===== src/rtl/register_access_sequencer_pkg.sv =====
// ---------------------------------------------------------------------------
// register_access_sequencer_pkg
//
// Shared definitions for the register access sequencer:
//   - state encoding of the sequencer FSM
//   - default address width and highest valid register index
//   - wrap-around pointer increment helper
// ---------------------------------------------------------------------------
package register_access_sequencer_pkg;

    typedef logic [1:0] state_t;

    localparam state_t IDLE  = 2'b00;
    localparam state_t PTR   = 2'b01;
    localparam state_t WRITE = 2'b10;
    localparam state_t READ  = 2'b11;

    localparam int         ADDRESS_WIDTH_DEFAULT = 8;
    localparam logic [7:0] MAX_ADDRESS_DEFAULT   = 8'h1F;

    // Next pointer value: wraps to 0 after max_addr. Callers truncate the
    // result to their address width, which gives the modulo-2^width
    // behaviour when the pointer sits at the all-ones value.
    function automatic logic [31:0] wrap_increment(input logic [31:0] addr,
                                                   input logic [31:0] max_addr);
        return (addr == max_addr) ? 32'd0 : addr + 32'd1;
    endfunction

endpackage


===== src/rtl/register_access_sequencer.sv =====
// ---------------------------------------------------------------------------
// register_access_sequencer
//
// Turns decoded I2C slave events into the next-address value of the external
// register address pointer and issues the register-file write strobe. The
// first written byte of a transaction loads the pointer; every further
// written byte, and every read byte acknowledged by the master, advances it.
// This block keeps no copy of the address: the pointer's AddressBus output is
// fed back and NewAddress drives the pointer's next-address input.
//
// Ports:
//   CLK, RST      clock (rising edge), asynchronous active-high reset
//   StartCond     START / repeated START pulse
//   StopCond      STOP pulse
//   AddrMatch     slave address matched pulse, RwBit valid with it (1 = read)
//   RxValid       data byte received pulse, RxData valid with it
//   TxDone        read byte sent and ACKed pulse
//   AddressBus    current pointer value (feedback)
//   NewAddress    next pointer value
//   RegWrite      one-cycle write strobe, addresses AddressBus
//   RegWriteData  write data, valid with RegWrite
//   AddrError     pointer byte exceeded MaxAddress (pointer forced to 0)
//   Busy          sequencer is inside a transaction
// ---------------------------------------------------------------------------
module register_access_sequencer
    import register_access_sequencer_pkg::*;
#(
    parameter int                      AddressWidth = ADDRESS_WIDTH_DEFAULT,
    parameter logic [AddressWidth-1:0] MaxAddress   = AddressWidth'(MAX_ADDRESS_DEFAULT)
) (
    input  logic                    CLK,
    input  logic                    RST,
    input  logic                    StartCond,
    input  logic                    StopCond,
    input  logic                    AddrMatch,
    input  logic                    RwBit,
    input  logic                    RxValid,
    input  logic [7:0]              RxData,
    input  logic                    TxDone,
    input  logic [AddressWidth-1:0] AddressBus,
    output logic [AddressWidth-1:0] NewAddress,
    output logic                    RegWrite,
    output logic [7:0]              RegWriteData,
    output logic                    AddrError,
    output logic                    Busy
);

    state_t state;
    state_t state_next;

    // Registered action flags; NewAddress is derived from these one cycle
    // after the triggering byte event.
    logic                    load_flag;
    logic                    inc_flag;
    logic [AddressWidth-1:0] load_value;

    logic                    load_next;
    logic                    inc_next;
    logic [AddressWidth-1:0] load_value_next;
    logic                    write_next;
    logic [7:0]              write_data_next;
    logic                    error_next;

    // A bus condition aborts the transaction and swallows any same-cycle
    // byte or match event.
    logic                    bus_cond;
    logic [AddressWidth-1:0] ptr_byte;

    assign bus_cond = StartCond | StopCond;
    assign ptr_byte = AddressWidth'(RxData);

    // -----------------------------------------------------------------
    // State register
    // -----------------------------------------------------------------
    // NOTE: sequential state uses non-blocking assignments so every flop
    // samples the pre-edge values, independent of process ordering.
    always_ff @(posedge CLK or posedge RST) begin
        if (RST) begin
            state <= IDLE;
        end else begin
            state <= state_next;
        end
    end

    // -----------------------------------------------------------------
    // Next-state logic
    // -----------------------------------------------------------------
    // NOTE: every variable assigned in always_comb gets a default first so
    // no path leaves it unassigned and no latch is inferred.
    always_comb begin
        state_next = state;
        if (bus_cond) begin
            state_next = IDLE;
        end else begin
            case (state)
                IDLE:    if (AddrMatch) state_next = RwBit ? READ : PTR;
                PTR:     if (RxValid)   state_next = WRITE;
                default: state_next = state;
            endcase
        end
    end

    // -----------------------------------------------------------------
    // Output logic: next values of the registered flags and strobes
    // -----------------------------------------------------------------
    always_comb begin
        load_next       = 1'b0;
        inc_next        = 1'b0;
        load_value_next = load_value;
        write_next      = 1'b0;
        write_data_next = RegWriteData;
        error_next      = 1'b0;
        if (!bus_cond) begin
            case (state)
                PTR: begin
                    if (RxValid) begin
                        load_next = 1'b1;
                        if (ptr_byte <= MaxAddress) begin
                            load_value_next = ptr_byte;
                        end else begin
                            load_value_next = '0;
                            error_next      = 1'b1;
                        end
                    end
                end
                WRITE: begin
                    if (RxValid) begin
                        write_next      = 1'b1;
                        write_data_next = RxData;
                        inc_next        = 1'b1;
                    end
                end
                READ: begin
                    if (TxDone) inc_next = 1'b1;
                end
                default: ;
            endcase
        end
    end

    // Flags are registered independently of the state so a START/STOP on
    // the following cycle cannot cancel work already committed.
    always_ff @(posedge CLK or posedge RST) begin
        if (RST) begin
            load_flag    <= 1'b0;
            inc_flag     <= 1'b0;
            load_value   <= '0;
            RegWrite     <= 1'b0;
            RegWriteData <= '0;
            AddrError    <= 1'b0;
        end else begin
            load_flag    <= load_next;
            inc_flag     <= inc_next;
            load_value   <= load_value_next;
            RegWrite     <= write_next;
            RegWriteData <= write_data_next;
            AddrError    <= error_next;
        end
    end

    always_comb begin
        NewAddress = AddressBus;
        if (load_flag) begin
            NewAddress = load_value;
        end else if (inc_flag) begin
            NewAddress = AddressWidth'(wrap_increment(32'(AddressBus), 32'(MaxAddress)));
        end
    end

    assign Busy = (state != IDLE);

endmodule


===== config.mk =====
export PLATFORM = sky130hd
export DESIGN_NAME = register_access_sequencer
export DESIGN_NICKNAME = d
export VERILOG_FILES = /design/src/rtl/register_access_sequencer_pkg.sv /design/src/rtl/register_access_sequencer.sv
export SDC_FILE = /design/constraint.sdc
export NUM_CORES = 1
export LEC_CHECK = 0
export ABC_AREA = 1
export CAP_MARGIN = 20
export CORE_MARGIN = 10
export CORE_UTILIZATION = 45
export DETAILED_ROUTE_END_ITERATION = 7
export PLACE_DENSITY = 0.81
export SLEW_MARGIN = 20
export SYNTH_ARGS = -nofsm -noshare
export SYNTH_HDL_FRONTEND = slang
export SYNTH_SLANG_ARGS = --single-unit

===== constraint.sdc =====
create_clock -name CLK -period 2.5 [get_ports CLK]
set_input_delay 0.75 -clock CLK [delete_from_list [all_inputs] [get_ports CLK]]
set_output_delay 0.75 -clock CLK [all_outputs]
set_load 0.01 [all_outputs]

==> impl_metrics.ini <==
; implementation run metrics
[cells_and_area]
ff_count = 22
area_growth_syn_to_layout_pct = 46.15
logic_area_um2 = 556.8
fin_cells = 226
nonClkBufAreaFrac = 0.2609

[floorplan]
fp_util = 0.4704
placementRows = 18

[final_timing]
final.min_clock_period_ns = 2.455
fmax_mhz = 407.3

[power_and_ir_drop]
power.switching_mw = 0.2593
pwr-share-comb = 0.306
clkPwrFrac = 0.171

[synth]
yosysWarnings = 0
mappedNetlistNets = 169
yosys.area_share.aoi = 0.08451
ys_seq_frac = 0.4767
ys.flops = 22

[global_routing]
use_met3 = 0.04324
grt_max_degree = 17
use_met1 = 0.1439
grt-ovfl-total = 0
antenna_found_initial = 0

[placement]
place_ws_ns = -0.7956
place_area_mm2 = 0.001628
io_buffer_count = 42

[worst_hold_path]
hold_end = load_value[5]

[routing]
vias_per_cell = 4.920
final_antenna_net_count = 0
highest_layer = met4
wl_um = 3133

[status]
status = complete, no violations

[setup_path]
start_kind = input pin
path_max_fanout = 3
crit_end = NewAddress[4]
worstPathCellList = buf_4 > ha_4 > nand3_4 > nor2_4 > buf_4 > nor2_1 > o21ai_1 > o21ai_1 > buf_2
critPathTopFamily = buffers and inverters
crit_start = AddressBus[0]

[clock_tree]
cts.sinks = 22
root_buffer = clkbuf_4
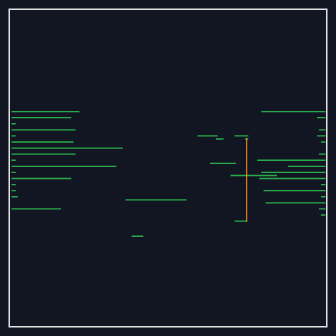
(signal wires by layer)
Only two layers are drawn.
metal 3 -> green  # wire length 291 um
metal 4 -> orange  # wire length 18.4 um
DR vias: 1,112
Overall Global Routing Usage: 0.1239

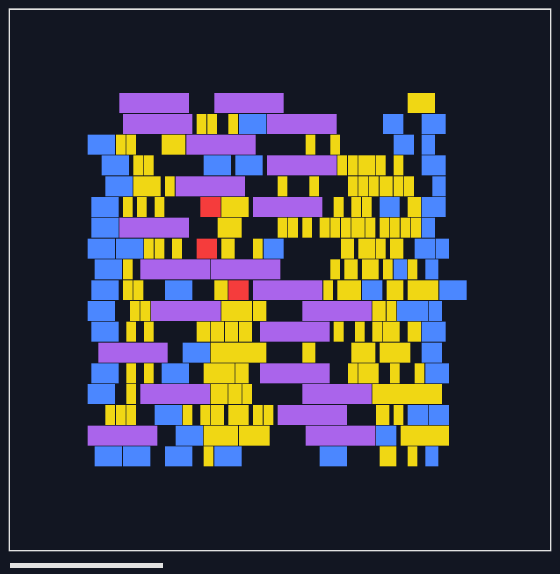
(cell classes on the final placement)
The bar under the picture is 20 um long.
clock drivers -> red  # cells 3, share of their area 1.4%
combinational and other logic -> yellow  # cells 120, share of their area 39%
other buffers and delay cells -> blue  # cells 51, share of their area 27%
flops -> purple  # cells 22, share of their area 33%
fin area: 0.001688 mm2
core box area: 0.002455 mm2
Seq/total area: 0.3262

Power and IR drop assume default switching activity.
